### The metal 1 layer, run 1

Supply wires on this layer in gray.
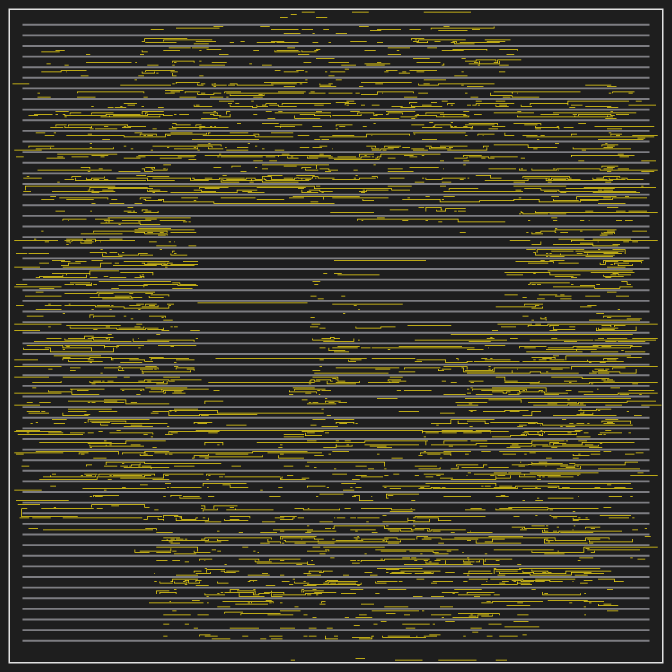
### Cell area per tile, run 1

The die is cut into 17 by 17 equal tiles; white is low, dark blue is high, 0 to 100% covered.
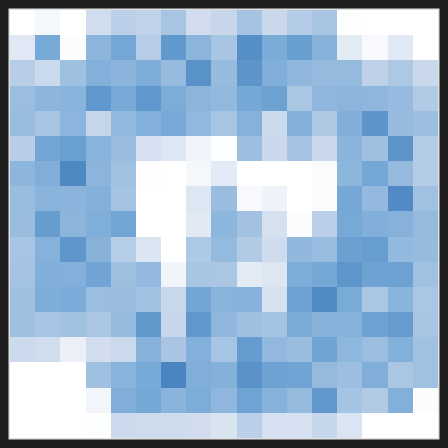
### Nets reached from selected ports, run 1

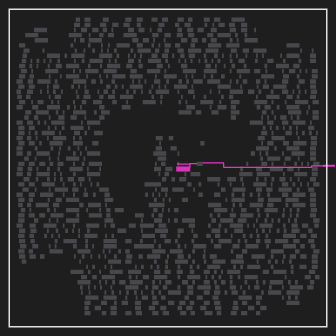
### config.mk
export PLATFORM = sky130hd
export DESIGN_NAME = ifetch_unit
export DESIGN_NICKNAME = d
export VERILOG_FILES = /design/src/rtl/ifetch_pkg.sv /design/src/rtl/ifetch_slot.sv /design/src/rtl/ifetch_unit.sv
export SDC_FILE = /design/constraint.sdc
export NUM_CORES = 1
export LEC_CHECK = 0
export ABC_AREA = 1
export CAP_MARGIN = 20
export CELL_PAD_IN_SITES_DETAIL_PLACEMENT = 2
export CELL_PAD_IN_SITES_GLOBAL_PLACEMENT = 2
export CORE_MARGIN = 3
export CORE_UTILIZATION = 24
export CTS_BUF_LIST = sky130_fd_sc_hd__clkbuf_2 sky130_fd_sc_hd__clkbuf_4 sky130_fd_sc_hd__clkbuf_8
export DETAILED_ROUTE_END_ITERATION = 12
export GPL_TIMING_DRIVEN = 0
export PLACE_DENSITY = 0.94
export SYNTH_ARGS = -nofsm -noshare
export SYNTH_HDL_FRONTEND = slang
export SYNTH_SLANG_ARGS = --single-unit
### constraint.sdc
create_clock -name clk -period 1.7 [get_ports clk]
set_input_delay 0.255 -clock clk [delete_from_list [all_inputs] [get_ports clk]]
set_output_delay 0.255 -clock clk [all_outputs]
set_load 0.005 [all_outputs]
### src/rtl/ifetch_pkg.sv
// Shared fetch-stage types and constants; RESET_PC is also used by the PC register.
package ifetch_pkg;

    typedef enum logic [1:0] {
        ST_IDLE  = 2'd0,
        ST_REQ   = 2'd1,
        ST_WAIT  = 2'd2,
        ST_DRAIN = 2'd3
    } fetch_state_t;

    localparam logic [31:0] NOP_INST = 32'h0000_0013;
    localparam logic [63:0] RESET_PC = 64'h0000_0000_8000_0000;

endpackage

### src/rtl/ifetch_slot.sv
// One-entry instruction slot for decode: capture or consume each cycle, flush wins.
// Zero-latency free indication (empty or being consumed); fault bit exists only with IFETCH_MISALIGN_CHECK_EN.
module ifetch_slot
    import ifetch_pkg::*;
#(
    parameter int XLEN = 64,
    parameter int ILEN = 32
) (
    input  logic            clk,
    input  logic            rst,
    input  logic            i_flush,
    input  logic            i_capture,
    input  logic [ILEN-1:0] i_cap_inst,
    input  logic [XLEN-1:0] i_cap_pc,
`ifdef IFETCH_MISALIGN_CHECK_EN
    input  logic            i_cap_fault,
    output logic            o_fault,
`endif
    input  logic            i_consume,
    output logic            o_valid,
    output logic            o_free,
    output logic [ILEN-1:0] o_inst,
    output logic [XLEN-1:0] o_pc
);

    logic            r_valid;
    logic [ILEN-1:0] r_inst;
    logic [XLEN-1:0] r_pc;

    always_ff @(posedge clk) begin
        if (rst) begin
            r_valid <= 1'b0;
            r_inst  <= ILEN'(NOP_INST);
            r_pc    <= '0;
        end else if (i_flush) begin
            r_valid <= 1'b0;
        end else if (i_capture) begin
            r_valid <= 1'b1;
            r_inst  <= i_cap_inst;
            r_pc    <= i_cap_pc;
        end else if (i_consume) begin
            r_valid <= 1'b0;
        end
    end

`ifdef IFETCH_MISALIGN_CHECK_EN
    logic r_fault;

    always_ff @(posedge clk) begin
        if (rst) begin
            r_fault <= 1'b0;
        end else if (!i_flush && i_capture) begin
            r_fault <= i_cap_fault;
        end
    end

    assign o_fault = r_fault;
`endif

    assign o_valid = r_valid;
    assign o_free  = !r_valid || i_consume;
    assign o_inst  = r_inst;
    assign o_pc    = r_pc;

endmodule

### src/rtl/ifetch_unit.sv
// Instruction fetch: one outstanding imem request, result registered into a one-entry slot.
// Fire-to-slot latency is response delay + 1; stalls the PC unless a request fires (or, with IFETCH_MISALIGN_CHECK_EN, a fault is captured).
module ifetch_unit
    import ifetch_pkg::*;
#(
    parameter int XLEN = 64,
    parameter int ILEN = 32
) (
    input  logic            clk,
    input  logic            rst,
    input  logic [XLEN-1:0] pc_in,
    input  logic            redirect,
    output logic            fetch_stall,
    output logic            imem_req_valid,
    input  logic            imem_req_ready,
    output logic [XLEN-1:0] imem_req_addr,
    input  logic            imem_resp_valid,
    input  logic [ILEN-1:0] imem_resp_data,
    output logic            inst_valid,
    input  logic            inst_ready,
    output logic [ILEN-1:0] inst_out,
`ifdef IFETCH_MISALIGN_CHECK_EN
    output logic            inst_fault,
`endif
    output logic [XLEN-1:0] inst_pc
);

    fetch_state_t    r_state;
    logic [XLEN-1:0] r_req_pc;

    logic            w_slot_free;
    logic            w_req_ok;
    logic            w_misaligned;
    logic            w_fire;
    logic            w_fault_cap;
    logic            w_resp_take;
    logic            w_capture;
    logic [ILEN-1:0] w_cap_inst;
    logic [XLEN-1:0] w_cap_pc;

`ifdef IFETCH_MISALIGN_CHECK_EN
    assign w_misaligned = (pc_in[1:0] != 2'b00);
`else
    assign w_misaligned = 1'b0;
`endif

    assign w_req_ok       = (r_state == ST_REQ) && w_slot_free && !redirect;
    assign imem_req_valid = w_req_ok && !w_misaligned;
    assign imem_req_addr  = pc_in;
    assign w_fire         = imem_req_valid && imem_req_ready;
    assign w_fault_cap    = w_req_ok && w_misaligned;
    assign fetch_stall    = !(w_fire || w_fault_cap);

    // A response coincident with a redirect belongs to the flushed path.
    assign w_resp_take = (r_state == ST_WAIT) && imem_resp_valid && !redirect;
    assign w_capture   = w_resp_take || w_fault_cap;
    assign w_cap_inst  = w_fault_cap ? ILEN'(NOP_INST) : imem_resp_data;
    assign w_cap_pc    = w_fault_cap ? pc_in : r_req_pc;

    always_ff @(posedge clk) begin
        if (rst) begin
            r_state  <= ST_IDLE;
            r_req_pc <= '0;
        end else begin
            case (r_state)
                ST_IDLE: r_state <= ST_REQ;
                ST_REQ: begin
                    if (w_fire) begin
                        r_state  <= ST_WAIT;
                        r_req_pc <= pc_in;
                    end
                end
                ST_WAIT: begin
                    if (imem_resp_valid) r_state <= ST_REQ;
                    else if (redirect)   r_state <= ST_DRAIN;
                end
                ST_DRAIN: begin
                    if (imem_resp_valid) r_state <= ST_REQ;
                end
                default: r_state <= ST_IDLE;
            endcase
        end
    end

    ifetch_slot #(
        .XLEN(XLEN),
        .ILEN(ILEN)
    ) u_slot (
        .clk        (clk),
        .rst        (rst),
        .i_flush    (redirect),
        .i_capture  (w_capture),
        .i_cap_inst (w_cap_inst),
        .i_cap_pc   (w_cap_pc),
`ifdef IFETCH_MISALIGN_CHECK_EN
        .i_cap_fault(w_fault_cap),
        .o_fault    (inst_fault),
`endif
        .i_consume  (inst_ready),
        .o_valid    (inst_valid),
        .o_free     (w_slot_free),
        .o_inst     (inst_out),
        .o_pc       (inst_pc)
    );

    // A response with nothing outstanding indicates a broken memory model.
    a_no_stray_resp: assert property (@(posedge clk) disable iff (rst)
        !(imem_resp_valid && ((r_state == ST_IDLE) || (r_state == ST_REQ))));

endmodule

==> summary.txt, run 1 <==
Final Cycle Share - 1.03
Clk. pwr - 2.83 mW
Synth Register Bits - 163
Most frequent cell after synthesis - dfxtp_1
Synth Flop Type - dfxtp_1
Largest stage delay, worst path - 390 ps
Num CTS Buffers - 17
Final setup fails - 2
Outcome - finished, violations left
Die X-Extent - 167 um
Clock tree buffer depth - 2
R2R Setup Slk - 80 ps
Dpl cells - 1364
Synth Area in Adders - 0.00604
Pre-Place Util - 0.246
Final core utilization - 0.391
Worst-Margin Slew - 570 ps
Fin cells - 1404
R2R Path Start - r_state[0]
P_seq - 4.14 mW
Gate count after technology mapping - 771
Synthesis-to-finish area growth - 59.2%
Simple-Gate Fraction of Synth Area - 0.158
Rows - 58
Number of enable flip-flop cells - 0
Fin worst setup slack - -48.9 ps
First-pass GRT wire length - 38900 um
Critical path startpoint category - flip-flop
Violation count after the first detailed-routing iteration - 181
CP top delay family - flip-flops
Die H - 167 um
Aoi share - 0.167
NetSw - 2.41 mW
Sink of the worst hold path - r_req_pc[58]
Pre-CTS WS - -711 ps
Tot GR Track Use - 0.174
Minimum clock period - 1750 ps
GRT busiest layer - met2
Ys cells - 771
Core box area - 25300 um^2
Most common logic cell in the routed design - clkdlybuf4s50_1
Most frequent cells in the layout - clkdlybuf4s50_1 (258), dfxtp_1 (161), nor2_1 (136)
WL/cell - 17.7 um
Syn nets - 876
Reg clk slew, reported paths - 100 ps
Clk latency late pin - 450 ps
Switch share - 0.281
Max Slew Vio Count - 0
Setup TNS - -83.3 ps
Power Internal - 6.17 mW
XORs/XNORs by Area - 0
GR Util met3 - 0.0432
Die area - 27900 um^2
Share of cells above drive strength 1 - 0.161
Post-synth top area cell - dfxtp_1
Met2 Resource Use GR - 0.327
Max_slew headroom - 0.620
Syn Area/Cell - 8.07 um^2
Distinct lib cells used - 20
Critical-path cell list - ha_4 -> inv_2 -> nor2_4 -> nand3_4 -> buf_12 -> buf_6
Sequential share of power - 0.483
Final hold violations - 0
Synth cell count leaders - dfxtp_1 (163), nor2_1 (145), o21ai_0 (115)
Critical Path AT - 1490 ps
Tool warnings - 30
Remaining antenna violation count - 0
Root Buffer - clkbuf_8
Critical path type - reg -> out
Worst Path Buf+Inv - 3
Critical Path Sink - fetch_stall
Total number of vias - 6222
Yosys Warn Count - 0
Clk_skew - 20.3 ps
Worst-path fanout max - 4
RSZ-0062 raised after global routing - true
Top comb family, area - AND-OR/OR-AND gates
R2R depth - 9
Hpwl dp - 18500 um
Routability cong. - 0.753
Power share of the clock group - 0.330
Post-Syn Area - 6220 um^2
Cell area after layout - 9900 um^2
Post-synth area hogs - dfxtp_1 (52%), o21ai_0 (9.3%), nor2_1 (8.8%)
Met3 wire length - 1210 um
PnR Total Power - 8.58 mW
CP startpoint - r_state[0]
Post-synthesis async set-or-reset flop share - 0
Placed cell area - 9260 um^2
Nets - 1165
Hold path depth - 3
Critical Path RT - 1440 ps
Total wire length - 24800 um
Clock Sinks - 163
Total stage count of the critical path - 6
Number of global-route vias before repair - 6997
Total combinational power - 1.61 mW
Max H-tree Level - 4
DR top layer - met4
Reg2reg end - r_req_pc[62]
Port-buffer cells - 263
Drt first pass iters - 4
CP Capture Type - primary output
Slowest cell on crit path - dfxtp_4
Post-route DRC - 0
Global routing usage on met1 - 0.202
Min-delay src - pc_in[58]
CTS hold repair buffers - 0
Leakage power - 4.04 nW
Largest net degree at the start of global routing - 19
Antenna violations before repair - 1
Mux share - 0
Pwr dens - 867 nW/um^2
Failing checks - negative setup slack
Hold_ws - 188 ps
DR vias/cell - 4.43
Io pins - 265
Register area share after synthesis - 0.525
Met2 WL - 13100 um
CTS tree - yes
Comb pwr share - 0.187
F_max - 0.572 GHz
Largest power group - registers
Hold Crit Class - in -> reg
Yosys Chip Area - 6220 um^2
VDD IR max - 368 uV
Max-area cell share - 0.525
Total gr overflow - 0
M1 WL - 10200 um
Max Cap Viol - 0
About 'The metal 1 layer':
nets with wire on the layer	1080
main direction	horizontal
share of all routed wire	41%

About 'Cell area per tile':
mean over tiles	34%
fullest tile	65%
emptiest ninth of the die	center
nearly empty tiles	11%

About 'Nets reached from selected ports':
color	port	bits	direction	edge	end cells	wire
magenta	inst_valid	1	output	east	1	80.4 um

run 1: cell type report:
| class | count | area [um^2] |
|---|---|---|
| inverters | 32 | 120 |
| flip-flops and latches | 163 | 3270 |
| multi-input cells | 460 | 2130 |
| clock inverters | 13 | 124 |
| plain buffers | 115 | 882 |
| repair buffers | 271 | 2700 |
| fillers | 2855 | 15400 |
| diodes | 1 | 2.50 |
| well taps | 330 | 413 |
| clock buffers | 19 | 255 |
run 1: repair_timing:
item,in CTS,in global routing
setup buffers,5,3
pin swaps,2,4
gates resized,32,80
endpoints found under the setup margin,124,119
run 1: state kept, by name, summed over array words and instances, names as in the netlist:
register        flops
r_req_pc           64
u_slot.o_pc        64
u_slot.o_inst      32
r_state             2
u_slot.o_valid      1
==> run 2, diff against run 1 <==
Settings changed: CORE_UTILIZATION 24 to 35, CTS_CLUSTER_DIAMETER set to 120, DONT_BUFFER_PORTS set to 1, PLACE_DENSITY 0.94 to 0.91.
==> run 2 against run 1 <==
Effect of this change: via count fell by 6.5%; clock-buffer cell count fell by 2; critical path depth rose by 1; worst hold slack got worse by 180 ps; the run still ends with negative setup slack left; combinational power fell by 26%; non-clock buffer count fell by 162; synthesized area did not move.
==> summary.txt, run 2 <==
Drt first pass iters - 4 (unchanged)
Rows - 48 (was 58)
Pre-Place Util - 0.358 (was 0.246)
Clk cell area share - 0.0577 (was 0.0383)
Final setup fails - 4 (was 2)
Max Cap Viol - 0 (unchanged)
Critical path type - reg -> out (unchanged)
Distinct lib cells used - 20 (unchanged)
Global routing usage on met1 - 0.270 (was 0.202)
Cell area after layout - 8290 um^2 (was 9900 um^2)
Antenna violations before repair - 0 (was 1)
Yosys Warn Count - 0 (unchanged)
Final core utilization - 0.478 (was 0.391)
Share of cells above drive strength 1 - 0.200 (was 0.161)
Final Cycle Share - 1.04 (was 1.03)
Slowest cell on crit path - dfxtp_2 (was dfxtp_4)
Critical path startpoint category - flip-flop (unchanged)
Critical-path cell list - inv_2 -> ha_4 -> inv_2 -> nor2_4 -> nand3_4 -> buf_8 -> buf_8 (was ha_4 -> inv_2 -> nor2_4 -> nand3_4 -> buf_12 -> buf_6)
Tot GR Track Use - 0.257 (was 0.174)
Routability cong. - 0.763 (was 0.753)
Pwr dens - 1070 nW/um^2 (was 867 nW/um^2)
Minimum clock period - 1760 ps (was 1750 ps)
Failing checks - negative setup slack (unchanged)
Dpl cells - 996 (was 1364)
Number of enable flip-flop cells - 0 (unchanged)
Sink of the worst hold path - r_req_pc[47] (was r_req_pc[58])
VDD IR max - 750 uV (was 368 uV)
Max Slew Vio Count - 0 (unchanged)
Post-synth area hogs - dfxtp_1 (52%), o21ai_0 (9.3%), nor2_1 (8.8%) (unchanged)
Largest net degree at the start of global routing - 17 (was 19)
Placed cell area - 6500 um^2 (was 9260 um^2)
Syn nets - 876 (unchanged)
Remaining antenna violation count - 0 (unchanged)
Inverters - 32 (unchanged)
R2R Setup Slk - -20 ps (was 80 ps)
Flops - 163 (unchanged)
Met2 Resource Use GR - 0.483 (was 0.327)
R2R Path Start - r_state[1] (was r_state[0])
Max_slew headroom - 0.571 (was 0.620)
# diodes - 0 (was 1)
Total gr overflow - 0 (unchanged)
F_max - 0.567 GHz (was 0.572 GHz)
RSZ-0062 raised after global routing - true (unchanged)
Post-Syn Area - 6220 um^2 (unchanged)
Root Buffer - clkbuf_8 (unchanged)
Critical Path AT - 1510 ps (was 1490 ps)
Total wire length - 26100 um (was 24800 um)
CP Capture Type - primary output (unchanged)
First-pass GRT wire length - 39200 um (was 38900 um)
Io pins - 265 (unchanged)
Max-area cell share - 0.525 (unchanged)
Tool warnings - 30 (unchanged)
Gate count after technology mapping - 771 (unchanged)
Top comb family, area - AND-OR/OR-AND gates (unchanged)
Largest stage delay, worst path - 350 ps (was 390 ps)
R2R depth - 9 (unchanged)
Setup TNS - -137 ps (was -83.3 ps)
Post-synthesis async set-or-reset flop share - 0 (unchanged)
Yosys Chip Area - 6220 um^2 (unchanged)
Logic area - 2140 um^2 (was 2130 um^2)
Fin worst setup slack - -63.5 ps (was -48.9 ps)
GRT busiest layer - met2 (unchanged)
Clock tree buffer depth - 2 (unchanged)
Fillcell total - 1900 (was 2855)
Sequential cell area - 3270 um^2 (about the same)
Post-route DRC - 0 (unchanged)
Hold Crit Class - in -> reg (unchanged)
Tap Count - 225 (was 330)
Port-buffer cells - 0 (was 263)
CTS tree - yes (unchanged)
Most common logic cell in the routed design - dfxtp_1 (was clkdlybuf4s50_1)
Fin cells - 1136 (was 1404)
Synth cell count leaders - dfxtp_1 (163), nor2_1 (145), o21ai_0 (115) (unchanged)
Most frequent cells in the layout - dfxtp_1 (161), nor2_1 (135), o21ai_0 (107) (was clkdlybuf4s50_1 (258), dfxtp_1 (161), nor2_1 (136))
Reg2reg end - r_req_pc[55] (was r_req_pc[62])
Simple-Gate Fraction of Synth Area - 0.158 (unchanged)
Pre-CTS WS - -108 ps (was -711 ps)
Critical Path RT - 1440 ps (about the same)
Number of global-route vias before repair - 6603 (was 6997)
CP startpoint - r_state[1] (was r_state[0])
Outcome - finished, violations left (unchanged)
Final non-clock buffer share - 0.242 (was 0.362)
Clock Sinks - 163 (unchanged)
XORs/XNORs by Area - 0 (unchanged)
==> run 2: what timing repair did <==
action                     4_1_cts  5_1_grt
setup buffers                    7        6
hold endpoints to repair        92        1
resized                         21       61
pin swaps                        3        5
setup endpoints to repair       66      129
gates cloned                     2        2
hold buffers                    92        1
==> run 2: report_power, final <==
group          switching [mW]  internal, mW
logic                   0.632         0.563
registers               0.172          4.03
clock network            1.67          1.81
total                    2.47          6.41
==> run 2: per-layer routing <==
metal | share of wire | vias up
li1 | - | 2663
met1 | 0.37 | 2907
met2 | 0.55 | 208
met3 | 0.064 | 37
met4 | 0.018 | 0
met5 | 0 | -
==> run 2: critical path, delay by kind of cell, from the launching register on <==
kind                     cells  cell delay [ps]
adder cells (fa/ha/maj)      1              120
buffers and inverters        4              370
flip-flops                   1              350
AND/OR/NAND/NOR              2              200
### Cell area per tile, run 2

The die is cut into 14 by 14 equal tiles; white is low, dark blue is high, 0 to 100% covered.
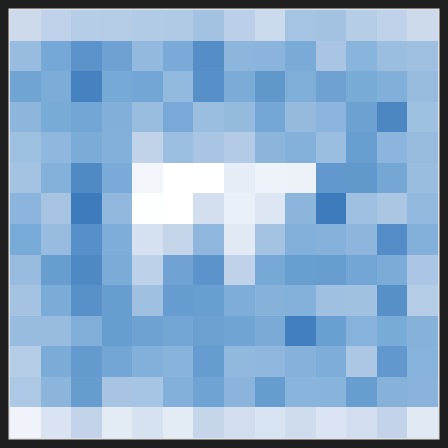
mean over tiles	41%
nearly empty tiles	2.0%
emptiest ninth of the die	center
fullest tile	70%

### Cells colored by class, run 2

The bar under the picture is 50 um long. Fill, decap, tap and diode cells in gray.
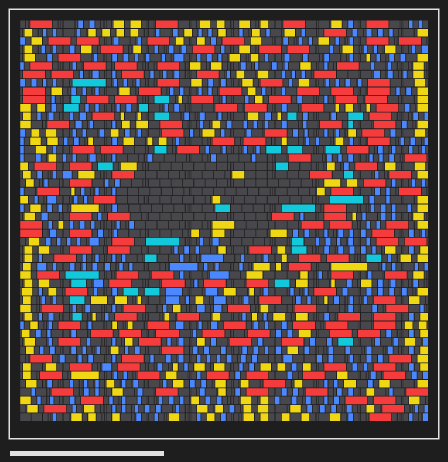
color	class	cells
blue	combinational and other logic	492
yellow	remaining buffers and delay cells	224
red	sequential cells	163
cyan	clock drivers and dummy loads	32

### The metal 1 layer, run 2

Supply wires on this layer in gray.
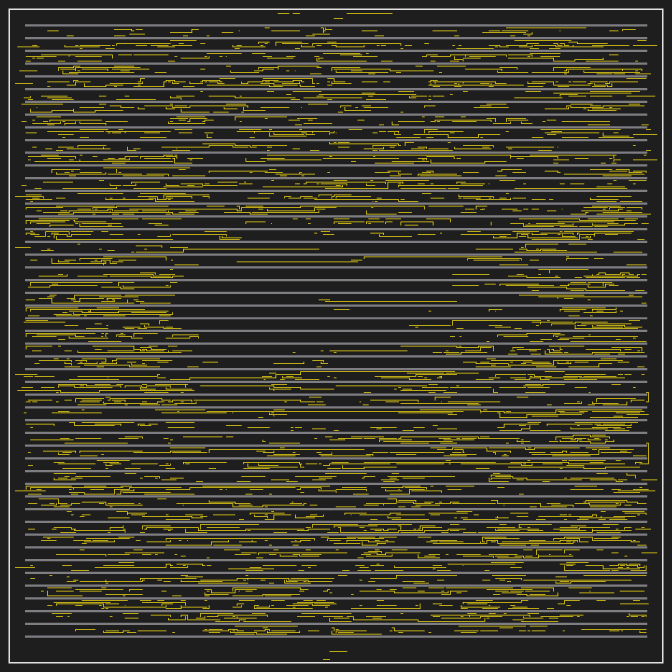
share of all routed wire	37%
main direction	horizontal
wire length on this layer	9720 um
nets with wire on the layer	948

### Signal wires on met4, run 2

The bar under the picture is 50 um long. Supply wires on this layer in gray.
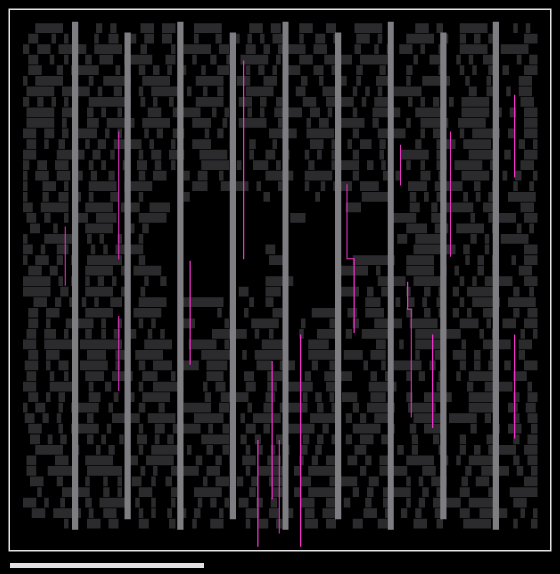

==> run 3, diff against run 2 <==
Settings changed: CORE_UTILIZATION 35 to 30, PLACE_DENSITY 0.91 to 0.81.
### Signal wires on met4, run 3

The bar under the picture is 50 um long. Supply wires on this layer in gray.
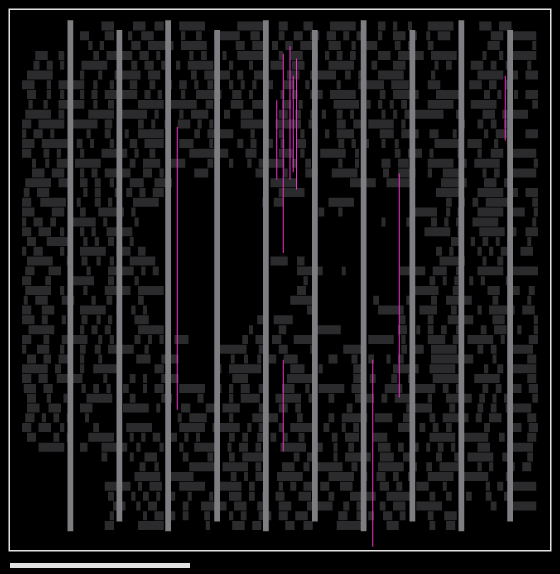
nets with wire on the layer	9
share of all routed wire	1.8%
wire length on this layer	411 um
main direction	vertical

### Cell area per tile, run 3

The die is cut into 15 by 15 equal tiles; white is low, dark blue is high, 0 to 100% covered.
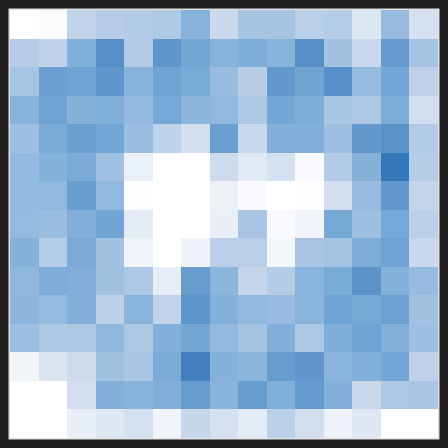
mean over tiles	35%
emptiest ninth of the die	center
fullest tile	72%

### The metal 1 layer, run 3

Supply wires on this layer in gray.
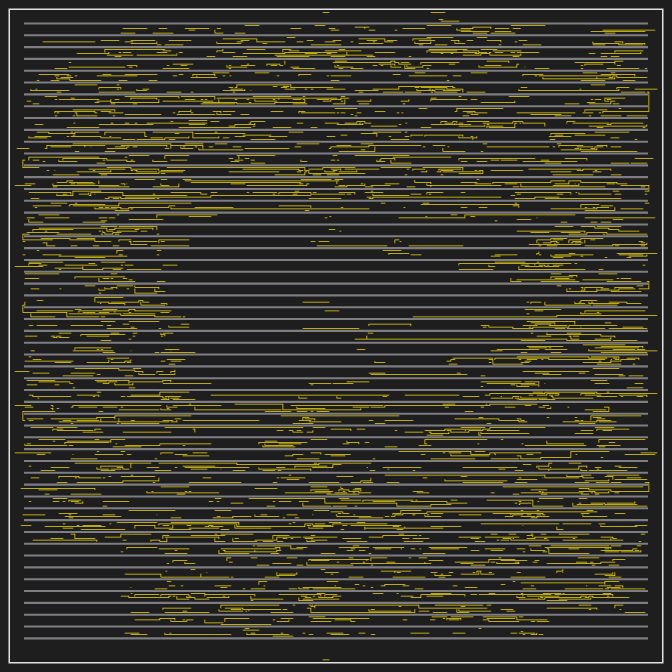
wire length on this layer	9120 um
longest straight run	48.8 um
share of all routed wire	39%
nets with wire on the layer	937
main direction	horizontal

==> run 3 against run 2 <==
Effect of this change: the flow still finishes with violations (negative setup slack); clock-buffer cell count is 4 higher; flip-flop count unchanged; largest power group unchanged; clock power down 16%; utilization fell by 7.1 points; critical path depth unchanged; global-route usage fell by 5.6 points; combinational power down 3%; non-clock buffer count is 3 lower; largest cell class unchanged.
==> summary.txt, run 3 <==
Outcome - finished, violations left (unchanged)
Failing checks - negative setup slack (unchanged)
DR vias/cell - 4.87 (was 5.12)
Logic share of the area - 0.259 (was 0.258)
Reg clk slew, reported paths - 90 ps (was 110 ps)
CP startpoint - r_state[1] (unchanged)
Port-buffer cells - 0 (unchanged)
Critical Path AT - 1460 ps (was 1510 ps)
Hold Crit Class - in -> reg (unchanged)
Most common logic cell in the routed design - dfxtp_1 (unchanged)
Switch share - 0.275 (was 0.278)
Post-synthesis async set-or-reset flop share - 0 (unchanged)
Yosys Chip Area - 6220 um^2 (unchanged)
R2R Setup Slk - 30 ps (was -20 ps)
Total gr overflow - 0 (unchanged)
Total combinational power - 1.15 mW (was 1.19 mW)
Sequential cell area - 3270 um^2 (about the same)
Largest net degree at the start of global routing - 17 (unchanged)
Total number of vias - 5732 (was 5815)
Clk cell area share - 0.0481 (was 0.0577)
Leakage power - 3.46 nW (was 3.53 nW)
Critical path startpoint category - flip-flop (unchanged)
Violation count after the first detailed-routing iteration - 185 (was 229)
Cell area after layout - 8250 um^2 (was 8290 um^2)
Nonclk buf count - 221 (was 224)
Min-delay src - pc_in[52] (was pc_in[47])
Post-synth top area cell - dfxtp_1 (unchanged)
Inverters - 32 (unchanged)
Fin cells - 1178 (was 1136)
CLK BUF - 21 (was 17)
First-pass GRT wire length - 35300 um (was 39200 um)
Mi-comb count - 460 (unchanged)
Mux share - 0 (unchanged)
Syn Area/Cell - 8.07 um^2 (unchanged)
Largest power group - registers (unchanged)
Drt first pass iters - 4 (unchanged)
Number of enable flip-flop cells - 0 (unchanged)
Die area - 22500 um^2 (was 19400 um^2)
Dpl cells - 1041 (was 996)
RSZ-0062 raised after global routing - true (unchanged)
Most frequent cell after synthesis - dfxtp_1 (unchanged)
Power Internal - 5.99 mW (was 6.41 mW)
Reg2reg end - r_req_pc[25] (was r_req_pc[55])
Hpwl dp - 14000 um (was 14400 um)
VDD IR max - 427 uV (was 750 uV)
Biggest Area Class - sequential cells (unchanged)
Critical Path RT - 1440 ps (about the same)
Synth cell count leaders - dfxtp_1 (163), nor2_1 (145), o21ai_0 (115) (unchanged)
Fillcell total - 2234 (was 1900)
Post-synth area hogs - dfxtp_1 (52%), o21ai_0 (9.3%), nor2_1 (8.8%) (unchanged)
# diodes - 0 (unchanged)
PnR Total Power - 8.27 mW (was 8.88 mW)
XORs/XNORs by Area - 0 (unchanged)
Num CTS Buffers - 17 (unchanged)
Final setup fails - 1 (was 4)
Tool warnings - 30 (unchanged)
Placed cell area - 6560 um^2 (was 6500 um^2)
Final hold violations - 0 (unchanged)
Critical-path cell list - inv_2 -> ha_4 -> inv_4 -> nor2_4 -> nand3_4 -> buf_8 -> buf_8 (was inv_2 -> ha_4 -> inv_2 -> nor2_4 -> nand3_4 -> buf_8 -> buf_8)
Remaining antenna violation count - 0 (unchanged)
Aoi share - 0.167 (unchanged)
Syn nets - 876 (unchanged)
P_seq - 4.19 mW (was 4.21 mW)
Register area share after synthesis - 0.525 (unchanged)
Post-route DRC - 0 (unchanged)
Sink of the worst hold path - r_req_pc[52] (was r_req_pc[47])
Synth Register Bits - 163 (unchanged)
Final core utilization - 0.406 (was 0.478)
Max Cap Viol - 0 (unchanged)
Comb pwr share - 0.140 (was 0.135)
Synth Flop Type - dfxtp_1 (unchanged)
Logic area - 2140 um^2 (about the same)
Top comb family, area - AND-OR/OR-AND gates (unchanged)
Minimum clock period - 1720 ps (was 1760 ps)
CP Capture Type - primary output (unchanged)
Post-Syn Area - 6220 um^2 (unchanged)
Number of global-route vias before repair - 6232 (was 6603)
Io pins - 265 (unchanged)
Hold path depth - 2 (unchanged)
Fin worst setup slack - -17.1 ps (was -63.5 ps)
Slowest cell on crit path - dfxtp_2 (unchanged)
CTS hold repair buffers - 92 (unchanged)
Synth Area in Adders - 0.00604 (unchanged)
## run 3: layer usage
metal	vias to the layer above	part of all wire	global-route usage
met3	26	0.075	0.0606
met1	2837	0.39	0.224
met5	-	0	0
met2	198	0.52	0.365
li1	2671	-	-
met4	0	0.017	0.0627
## run 3: kinds of logic after synthesis
group                      after synthesis
AOI/OAI and AO/OA                      206
adders and majority gates                3
buffers and inverters                  148
DFF                                    163
and+or+nand+nor                        251
## run 3: worst max-delay path, delay by kind of cell, from the launching register on
| family | cells | cell delay, ps |
|---|---|---|
| adder cells (fa/ha/maj) | 1 | 140 |
| AND/OR/NAND/NOR | 2 | 200 |
| buffers and inverters | 4 | 350 |
| flip-flops | 1 | 340 |

==> notes/layouts.md <==
Pictures saved along the way, in no particular order.

Congestion heat map.
Plate I
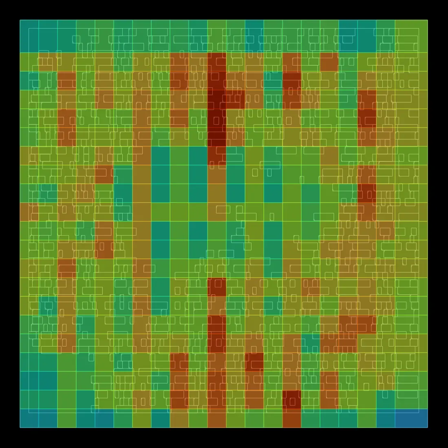
Plate II
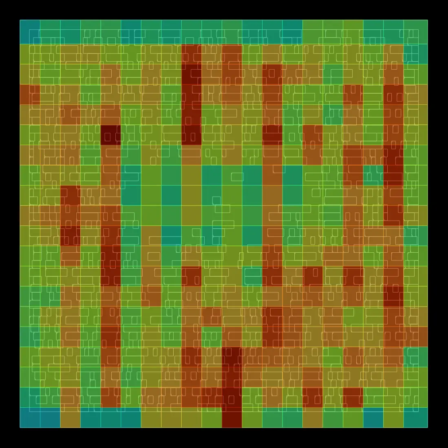
Plate III
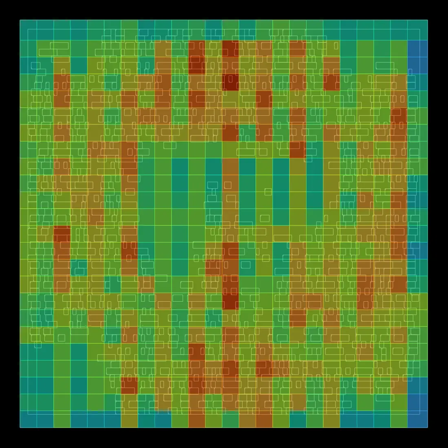
run 3: Plate I
run 2: Plate II
run 1: Plate III

Power is estimated from default activity; no workload was simulated.
